**Run 1: drive-strength map**

(2 px per um)
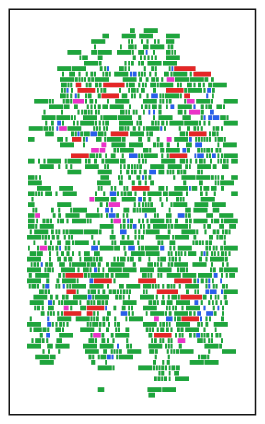
**Run 1: a small window of the routed layout**

Region (36, 116) to (86, 166) um. Cells in grey, sequential cells in the stronger grey; small squares are vias.
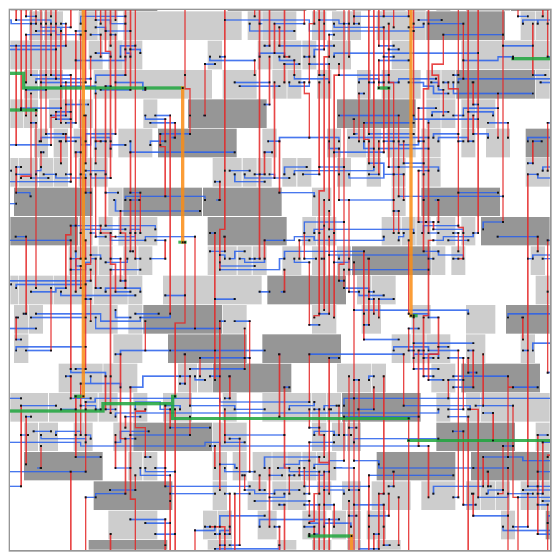
**Run 1: cell outlines without signal wires**

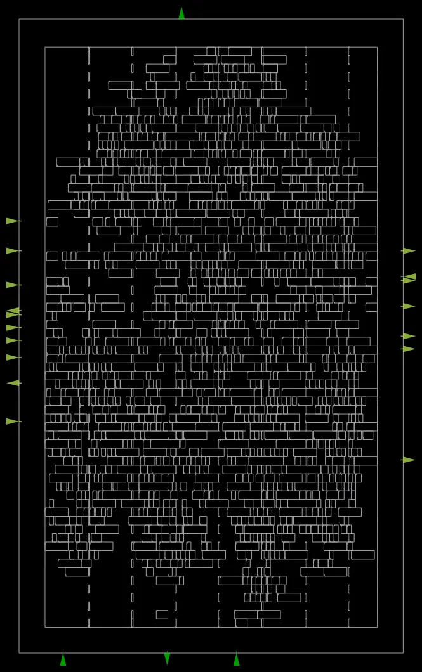
`src/rtl/sw_debounce8.sv`:
```
// ---------------------------------------------------------------------------
// sw_debounce8 -- eight-switch debouncer feeding a downstream 8-to-3 encoder.
//
// Every raw switch bit and the raw enable pass through a two-flop
// synchronizer. Each switch bit then has its own stable-run counter. A new
// level is accepted only after DEBOUNCE_CYCLES consecutive cycles that
// disagree with the current output. o_chg pulses for one cycle after any
// edge at which o_code changes.
//
// Parameters
//   DEBOUNCE_CYCLES  consecutive stable cycles needed to accept a level
//                    (2 .. 2^20-1)
//
// Ports
//   i_clk      single clock, rising edge
//   i_rst_n    synchronous reset, active low
//   i_sw[7:0]  raw asynchronous slide-switch levels
//   i_en       raw asynchronous enable switch
//   o_code     debounced switch vector
//   o_en       synchronized enable (two-cycle latency, not debounced)
//   o_chg      one-cycle pulse following any o_code update
//   o_chg_cnt  wrapping count of o_chg pulses; present only when the
//              SW_DEBOUNCE_CHG_CNT_EN macro is defined
// ---------------------------------------------------------------------------

// Per-bit debounce counter and accepted level.
module sw_debounce8_lane #(
    parameter logic [19:0] LAST = 20'd3    // DEBOUNCE_CYCLES-1
) (
    input  logic i_clk,
    input  logic i_rst_n,
    input  logic i_s2,      // synchronized switch level
    output logic o_level,   // accepted (debounced) level
    output logic o_load     // high in the cycle that o_level is about to update
);
    logic [19:0] cnt_q, cnt_d;
    logic        lvl_q, lvl_d;
    logic        load;

    always_comb begin
        cnt_d = cnt_q;
        lvl_d = lvl_q;
        load  = 1'b0;
        if (i_s2 == lvl_q) begin
            // Any agreement (including a bounce back) throws away the run.
            cnt_d = '0;
        end else if (cnt_q == LAST) begin
            lvl_d = i_s2;
            cnt_d = '0;
            load  = 1'b1;
        end else begin
            cnt_d = cnt_q + 20'd1;
        end
    end

    always_ff @(posedge i_clk) begin
        if (!i_rst_n) begin
            cnt_q <= '0;
            lvl_q <= 1'b0;
        end else begin
            cnt_q <= cnt_d;
            lvl_q <= lvl_d;
        end
    end

    assign o_level = lvl_q;
    assign o_load  = load;
endmodule

module sw_debounce8 #(
    parameter int DEBOUNCE_CYCLES = 1000000
) (
    input  logic       i_clk,
    input  logic       i_rst_n,
    input  logic [7:0] i_sw,
    input  logic       i_en,
    output logic [7:0] o_code,
    output logic       o_en,
`ifdef SW_DEBOUNCE_CHG_CNT_EN
    output logic       o_chg,
    output logic [7:0] o_chg_cnt
`else
    output logic       o_chg
`endif
);
    localparam logic [19:0] LAST = 20'(DEBOUNCE_CYCLES - 1);

    logic [7:0] sw_s1_q, sw_s2_q;
    logic       en_s1_q, en_s2_q;
    logic [7:0] load;
    logic       chg_q, chg_d;

    // Two-flop synchronizers; nothing downstream looks at s1.
    always_ff @(posedge i_clk) begin
        if (!i_rst_n) begin
            sw_s1_q <= '0;
            sw_s2_q <= '0;
            en_s1_q <= 1'b0;
            en_s2_q <= 1'b0;
        end else begin
            sw_s1_q <= i_sw;
            sw_s2_q <= sw_s1_q;
            en_s1_q <= i_en;
            en_s2_q <= en_s1_q;
        end
    end

    for (genvar g = 0; g < 8; g++) begin : g_lane
        sw_debounce8_lane #(.LAST(LAST)) u_lane (
            .i_clk   (i_clk),
            .i_rst_n (i_rst_n),
            .i_s2    (sw_s2_q[g]),
            .o_level (o_code[g]),
            .o_load  (load[g])
        );
    end

    // Bits accepted on the same edge merge into one pulse.
    assign chg_d = |load;

    always_ff @(posedge i_clk) begin
        if (!i_rst_n) chg_q <= 1'b0;
        else          chg_q <= chg_d;
    end

    assign o_en  = en_s2_q;
    assign o_chg = chg_q;

`ifdef SW_DEBOUNCE_CHG_CNT_EN
    logic [7:0] chg_cnt_q;

    always_ff @(posedge i_clk) begin
        if (!i_rst_n)   chg_cnt_q <= '0;
        else if (chg_q) chg_cnt_q <= chg_cnt_q + 8'd1;
    end

    assign o_chg_cnt = chg_cnt_q;
`endif
endmodule

```
`config.mk`:
```
export PLATFORM = sky130hd
export DESIGN_NAME = sw_debounce8
export DESIGN_NICKNAME = d
export VERILOG_FILES = /design/src/rtl/sw_debounce8.sv
export SDC_FILE = /design/constraint.sdc
export NUM_CORES = 1
export LEC_CHECK = 0
export ABC_AREA = 1
export CORE_ASPECT_RATIO = 1.75
export CORE_MARGIN = 8
export CORE_UTILIZATION = 45
export DETAILED_ROUTE_END_ITERATION = 7
export PLACE_DENSITY_LB_ADDON = 0.3
export REMOVE_ABC_BUFFERS = 1
export SYNTH_ARGS = -nofsm -noshare
export SYNTH_HDL_FRONTEND = slang
export SYNTH_SLANG_ARGS = --single-unit
```
`constraint.sdc`:
```
create_clock -name i_clk -period 4.4 [get_ports i_clk]
set_clock_uncertainty 0.1 [all_clocks]
set_input_delay 0.88 -clock i_clk [delete_from_list [all_inputs] [get_ports i_clk]]
set_output_delay 0.88 -clock i_clk [all_outputs]
set_load 0.05 [all_outputs]
```
==> results.toml, run 1 <==
# implementation run metrics
[outcome]
status = "finished, final reports clean"

[die]
fp.dieH_um = 202
rows = 68
floorplanUtilization_pct = 45.5
die_w_um = 122
dieArea_sq_mm = 0.0247
io-pin-count = 21

[yosys]
ys_sh_mux_pct = 0
logic_family = "simple AND/OR/NAND/NOR gates"
synthAoiAreaFrac_pct = 4.93
async_reset_ff_share_pct = 0
xor_share_pct = 6.40
ys_sh_simple_pct = 36.9
ff_type = "dfxtp_1"
ys_types = 38
yosys_warnings = 0
ys_area_sq_mm = 0.00890
synth.yosys.seq_area_share_pct = 42.1
adder_share_pct = 1.12
synth_cells = 1240
yosys-stat-cells = 1240
syn_area_sq_mm = 0.00890
postSynthAreaPerCell_sq_um = 7.18
ys_ff = 187
edf_count = 0

[setup_path]
reg2reg_to = "g_lane[5].u_lane.cnt_q[16]"
start_kind = "primary input"
cp.required_ps = 4640
reg2reg_slack_ps = 2270
max_stage_delay_ps = 1000
r2r_start = "g_lane[5].u_lane.cnt_q[0]"
worstPathMaxFanout = 20
critPathCaptureType = "register"
cp_cell_sequence = "clkdlybuf4s50_1, nand3_1, nor3_1"
critPathKind = "in2reg"
cp_data_arrival_time_ps = 3040
reg2reg_depth = 10
slowest_stage = "clkdlybuf4s50_1"

[sta]
fmax_mhz = 357
holdWs_ps = 316
tightest_slew_ps = 821
finalClockPeriodUsage_pct = 63.7
fin_setup_tns_ps = 0
finalHoldViolations = 0
rsz0062_at_grt = "false"
period_needed_ps = 2800
slew_violations = 0
slew_headroom_pct = 45.1
finalSetupViolCount = 0

[final_layout]
area_growth_syn_to_layout_pct = 11.5
layout.cells.non_filler = 1516
nNetsFinal = 1277
drive_gt1_share_pct = 9.76
diodes = 0
final_common_cell = "nand2_1"
lay_top_cells = "nand2_1, nor2_1, dfxtp_1, inv_1, nand3_1"
post-route-util_pct = 50.7

[cts]
cts_sinks = 187
cts_buffers = 17
cts_buffer_depth = 2
cts_resized = 0
clk_pin_slew_ps = 70
clkLatencyLatePin_ps = 430
ctsHoldBuffers = 0
clockRootBuffer = "clkbuf_16"
cts_setup_buffers = 0
cts.htree.levels = 4
cts_tree = "done"

[route]
drt_wl_total_um = 18100
ant_nets = 0
wl_per_cell_um = 11.9
drt_iter0_markers = 278
drc = 0
vias_per_cell = 5.00
vias = 7576
dr.pass1.iters = 5

[placed_design]
gp_congestion = 0.880
place_hpwl_um = 13600
port_buffers = 20
place_inst = 1484

[global_route]
grt_pass1_vias = 7556
grt_max_degree = 21
grt_pass1_wl_um = 31600
grt_use_met3_pct = 2.71
grt_overflow = 0
busiest_layer = "met2"
use_met1_pct = 14.8
grtUsageTotal_pct = 15.5
met2_usage_pct = 29.9
antenna_found_initial = 0

[power_and_ir_drop]
power_density_mw_per_mm2 = 343
p_leak_nw = 3.48
peakVddDrop_mv = 0.203

[min_path]
min_path_type = "reg2reg"
holdPathStages = 2
min_to = "sw_s2_q[4]"
min_from = "sw_s1_q[4]"

[run]
drv_cap = 0
warning_count = 25
## Picture notes: 'drive-strength map'
- x1 and smaller: green (cells 1147; share 90%; most used nand2_1)
- x3 and x4: magenta (cells 18; share 1.4%; most used nor2_4)
- x2: blue (cells 80; share 6.3%; most used inv_2)
- x6 and larger: red (cells 26; share 2.0%; most used clkbuf_16)

## Picture notes: 'a small window of the routed layout'
- M1: blue
- M2: red
- M4: orange
- M3: green
- most frequent: nand2_1 (46), nor2_1 (33), dfxtp_1 (27)
- sequential cells in the window: 27
- netlist names of flops here include: `g_lane.u_lane.cnt_q` (23), `g_lane.u_lane.o_level` (2)
- cells with their middle in the window: 211

## Picture notes: 'cell outlines without signal wires'
tap cells: 245
FILL cells: 1984
Seq/total area: 37.7%
CORE AREA: 0.0196 sq mm

==> run 1: how the worst max path moves through the flow <==
stage	from	endpoint
floorplan	g_lane[5].u_lane.cnt_q[0]	g_lane[5].u_lane.cnt_q[16]
global route	i_rst_n	g_lane[1].u_lane.cnt_q[19]
finish	i_rst_n	g_lane[7].u_lane.cnt_q[10]
global placement	i_rst_n	g_lane[5].u_lane.cnt_q[16]
CTS	i_rst_n	g_lane[7].u_lane.cnt_q[10]
detailed placement	i_rst_n	g_lane[7].u_lane.cnt_q[10]
==> run 1: sequential cells by signal, indices dropped and copies added, names as in the netlist <==
name,count
g_lane.u_lane.cnt_q,160
g_lane.u_lane.o_level,8
sw_s1_q,8
sw_s2_q,8
en_s1_q,1
o_chg,1
o_en,1
==> run 1: worst max-delay path: cells and delay by family <==
family,cells,cell delay (ps)
simple gates,2,1150
buf+inv,1,1000
==> run 1: routing by layer <==
layer  wire, um  share of wire, %
met5          0                 0
met4        589               3.3
met3        405               2.2
met2       9910                55
met1       7160                40
==> run 1: layout make-up <==
cell class | instances | area (sq um)
fillers | 1984 | 9650
multi-input cells | 864 | 4390
flip-flops and latches | 187 | 3740
inverters | 166 | 623
clock buffers | 19 | 453
well taps | 245 | 307
repair buffers | 22 | 215
clock inverters | 13 | 186
==> run 1: stage by stage <==
| step | total power [mW] | area (sq um) | setup WS, ps |
|---|---|---|---|
| 2_1_floorplan | 1.77 | 8760 | 2650 |
| 3_3_place_gp | 1.79 | 9280 | 1120 |
| 3_5_place_dp | 1.79 | 9280 | 1090 |
| 4_1_cts | 3.45 | 9920 | 1570 |
| 5_1_grt | 3.52 | 9920 | 1310 |
| 6_report | 3.41 | 9920 | 1600 |
==> run 1: cells in the mapped netlist, types with 2 or more instances <==
cell type | n | share of area [%]
nand2_1 | 244 | 10
nor2_1 | 209 | 8.8
dfxtp_1 | 187 | 42
inv_1 | 128 | 5.4
nand3_1 | 72 | 4.0
a21oi_1 | 60 | 3.4
nor3_1 | 54 | 3.0
xor2_1 | 49 | 4.8
nand4_1 | 38 | 2.7
inv_2 | 37 | 1.6
xnor2_1 | 16 | 1.6
nor2_2 | 13 | 0.91
nor3b_1 | 13 | 1.1
o21ai_1 | 12 | 0.67
buf_2 | 11 | 0.62
nor3_2 | 11 | 1.2
buf_4 | 9 | 0.76
o21ai_0 | 9 | 0.51
ha_1 | 8 | 1.1
nand3b_1 | 8 | 0.67
nor2_4 | 8 | 1.0
or2_0 | 7 | 0.49
nand2_2 | 6 | 0.42
nand3_2 | 5 | 0.56
or2_2 | 5 | 0.35
a31oi_1 | 3 | 0.21
and3_1 | 3 | 0.21
nor3_4 | 3 | 0.55
clkbuf_1 | 2 | 0.084
or2_1 | 2 | 0.14
==> run 1: power by group <==
| group | internal [mW] | switching (mW) |
|---|---|---|
| Combinational | 0.0168 | 0.0279 |
| Clock | 0.985 | 0.670 |
| Sequential | 1.70 | 0.00544 |
| Total | 2.70 | 0.703 |
==> run 2: changes to the inputs <==
==> constraint.sdc (replaced) <==
create_clock -name i_clk -period 2.55 [get_ports i_clk]
set_clock_uncertainty 0.1 [all_clocks]
set_input_delay 0.51 -clock i_clk [delete_from_list [all_inputs] [get_ports i_clk]]
set_output_delay 0.51 -clock i_clk [all_outputs]
set_load 0.05 [all_outputs]
==> results.toml, run 2 <==
# implementation run metrics
[cts]
cts_buffer_depth = 2
cts.htree.levels = 4
cts_tree = "done"
ctsHoldBuffers = 0
clockRootBuffer = "clkbuf_16"
cts_sinks = 187

[setup_path]
start_kind = "register"
critPathBufInv = 1
critPathCaptureType = "output port"
reg2reg_to = "g_lane[4].u_lane.cnt_q[10]"
critPathKind = "reg2out"
worstPathMaxFanout = 3
cp_data_arrival_time_ps = 1730
reg2reg_depth = 10
cp_top_family = "buffers and inverters"
cp_cell_sequence = "clkdlybuf4s50_1"
reg2reg_slack_ps = 650
r2r_start = "g_lane[4].u_lane.cnt_q[0]"

[route]
ant_nets = 0
vias_per_cell = 5.00
dr.pass1.iters = 5
drt_iter0_markers = 375

[yosys]
ys_types = 38
top_area_cell = "dfxtp_1"
synth.yosys.seq_area_share_pct = 42.1
top_cell_area_share_pct = 42.1
yosys-stat-cells = 1240
ys_ff = 187
ff_type = "dfxtp_1"
most_common_cell = "nand2_1"
ys_area_sq_mm = 0.00890
postSynthAreaPerCell_sq_um = 7.18
synth_cells = 1240
syn_area_sq_mm = 0.00890
top_cells_by_count = "nand2_1, nor2_1, dfxtp_1, inv_1, nand3_1"
edf_count = 0

[sta]
holdWs_ps = 308
slew_violations = 0
fin_ws_ps = 211
slew_headroom_pct = 65.3
finalSetupViolCount = 0
finalClockPeriodUsage_pct = 91.7
rsz0062_at_grt = "false"
tightest_slew_ps = 520
fin_setup_tns_ps = 0

[power_and_ir_drop]
power_mw = 5.88
p_leak_nw = 3.50

[global_route]
grt_max_degree = 31
antenna_found_initial = 0
grt_pass1_wl_um = 31500
grt_overflow = 0

[final_layout]
layout.cells.non_filler = 1519
lay_top_cells = "nand2_1, nor2_1, dfxtp_1, inv_1, nand3_1"
nNetsFinal = 1280
largest_reg_flops = 160
drive_gt1_share_pct = 9.97
diodes = 0

[run]
warning_count = 25
drv_cap = 0

[die]
die_w_um = 122
fp.dieH_um = 202
io-pin-count = 21

[placed_design]
gp_congestion = 0.865
post_dp_cell_area_sq_mm = 0.00932
place_inst = 1487

[min_path]
holdPathStages = 2
min_from = "sw_s1_q[0]"

[outcome]
status = "finished, final reports clean"
-- run 2: cell counts after synthesis --
No cell type changed its count.
-- run 2: cell type report --
class	count	area (sq um)
Clock buffer	17	425
Sequential cell	187	3740
Clock inverter	15	211
Fill cell	1948	9620
Timing Repair Buffer	25	250
Tap cell	245	307
Inverter	166	623
Multi-Input combinational cell	864	4390
-- run 2: worst min-delay path, stage by stage (launching register included) --
cell	delay [ps]
dfxtp_1	310
nand2_1	40
inv_1	40
-- run 2: worst max path at each step --
stage	from	endpoint	slack (ps)	cells past startpoint
after detailed placement	i_rst_n	g_lane[4].u_lane.cnt_q[10]	420	6
after global routing	g_lane[2].u_lane.o_level	o_code[2]	150	1
after global placement	i_rst_n	g_lane[4].u_lane.cnt_q[10]	450	6
final	g_lane[2].u_lane.o_level	o_code[2]	210	1
after CTS	g_lane[2].u_lane.o_level	o_code[2]	160	1
after floorplan	g_lane[5].u_lane.cnt_q[0]	g_lane[5].u_lane.cnt_q[16]	800	10
-- run 2: logic make-up (layout without fill, tap and decap cells) --
| kind of cell | count (synthesis) | in the layout | share of synthesized area [%] |
|---|---|---|---|
| AOI/OAI and AO/OA | 86 | 86 | 4.93 |
| DFF | 187 | 187 | 42.1 |
| buffers and inverters | 189 | 223 | 8.59 |
| and+or+nand+nor | 705 | 705 | 36.9 |
| adders and majority gates | 8 | 8 | 1.12 |
| xor gates and xnor gates | 65 | 65 | 6.40 |
-- run 2: metal layers --
| layer | track usage [%] | vias to the layer above | wire [um] |
|---|---|---|---|
| met3 | 2.82 | 44 | 417 |
| met2 | 28.9 | 97 | 9770 |
| li1 | - | 3979 | - |
| met4 | 9.10 | 0 | 665 |
| met1 | 15.4 | 3471 | 7060 |
| met5 | 0 | - | 0 |
-- run 2: power by group --
group | internal, mW | switching (mW)
Clock | 1.66 | 1.19
Combinational | 0.0321 | 0.0482
Sequential | 2.94 | 0.00872
**Run 2: wiring heat map**

(2 px per um) 12 x 20 tiles, from dark purple (low) to yellow (high), scaled to the fullest tile. Values are wire area over tile area, all layers added.
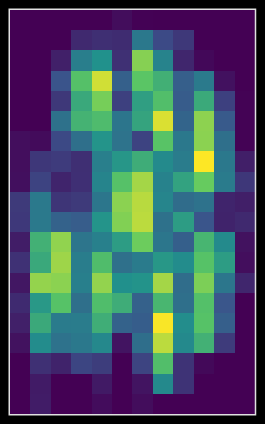
- fullest tile: 0.36
- mean over tiles: 0.12
- tiles over half the peak: 25%
- nearly empty tiles: 23%
Routed WL: 17900 um
Total GRT Usage: 15.5%
wire per inst: 11.8 um
DR vias: 7591

**Run 2: drive-strength map**

(2 px per um)
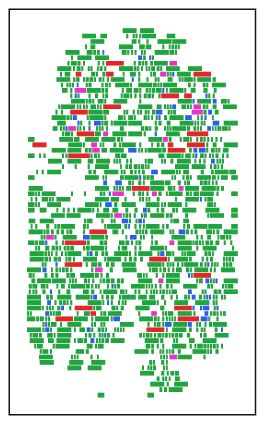
- x2: blue (cells 80; share 6.3%; most used inv_2)
- x1 and smaller: green (cells 1147; share 90%; most used nand2_1)
- x6 and larger: red (cells 27; share 2.1%; most used clkbuf_16)
- x3 and x4: magenta (cells 20; share 1.6%; most used nor2_4)

**Run 2: cell outlines without signal wires**

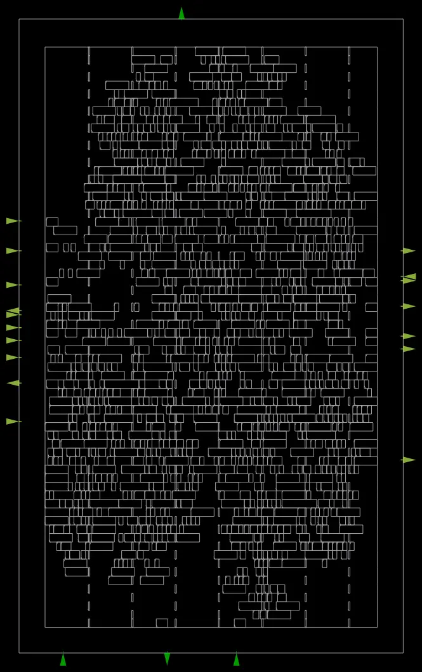
Final Util: 50.9%
# rows: 68
Seq/total area: 37.6%

No activity file was given, so power comes from the tool's default toggle rates.
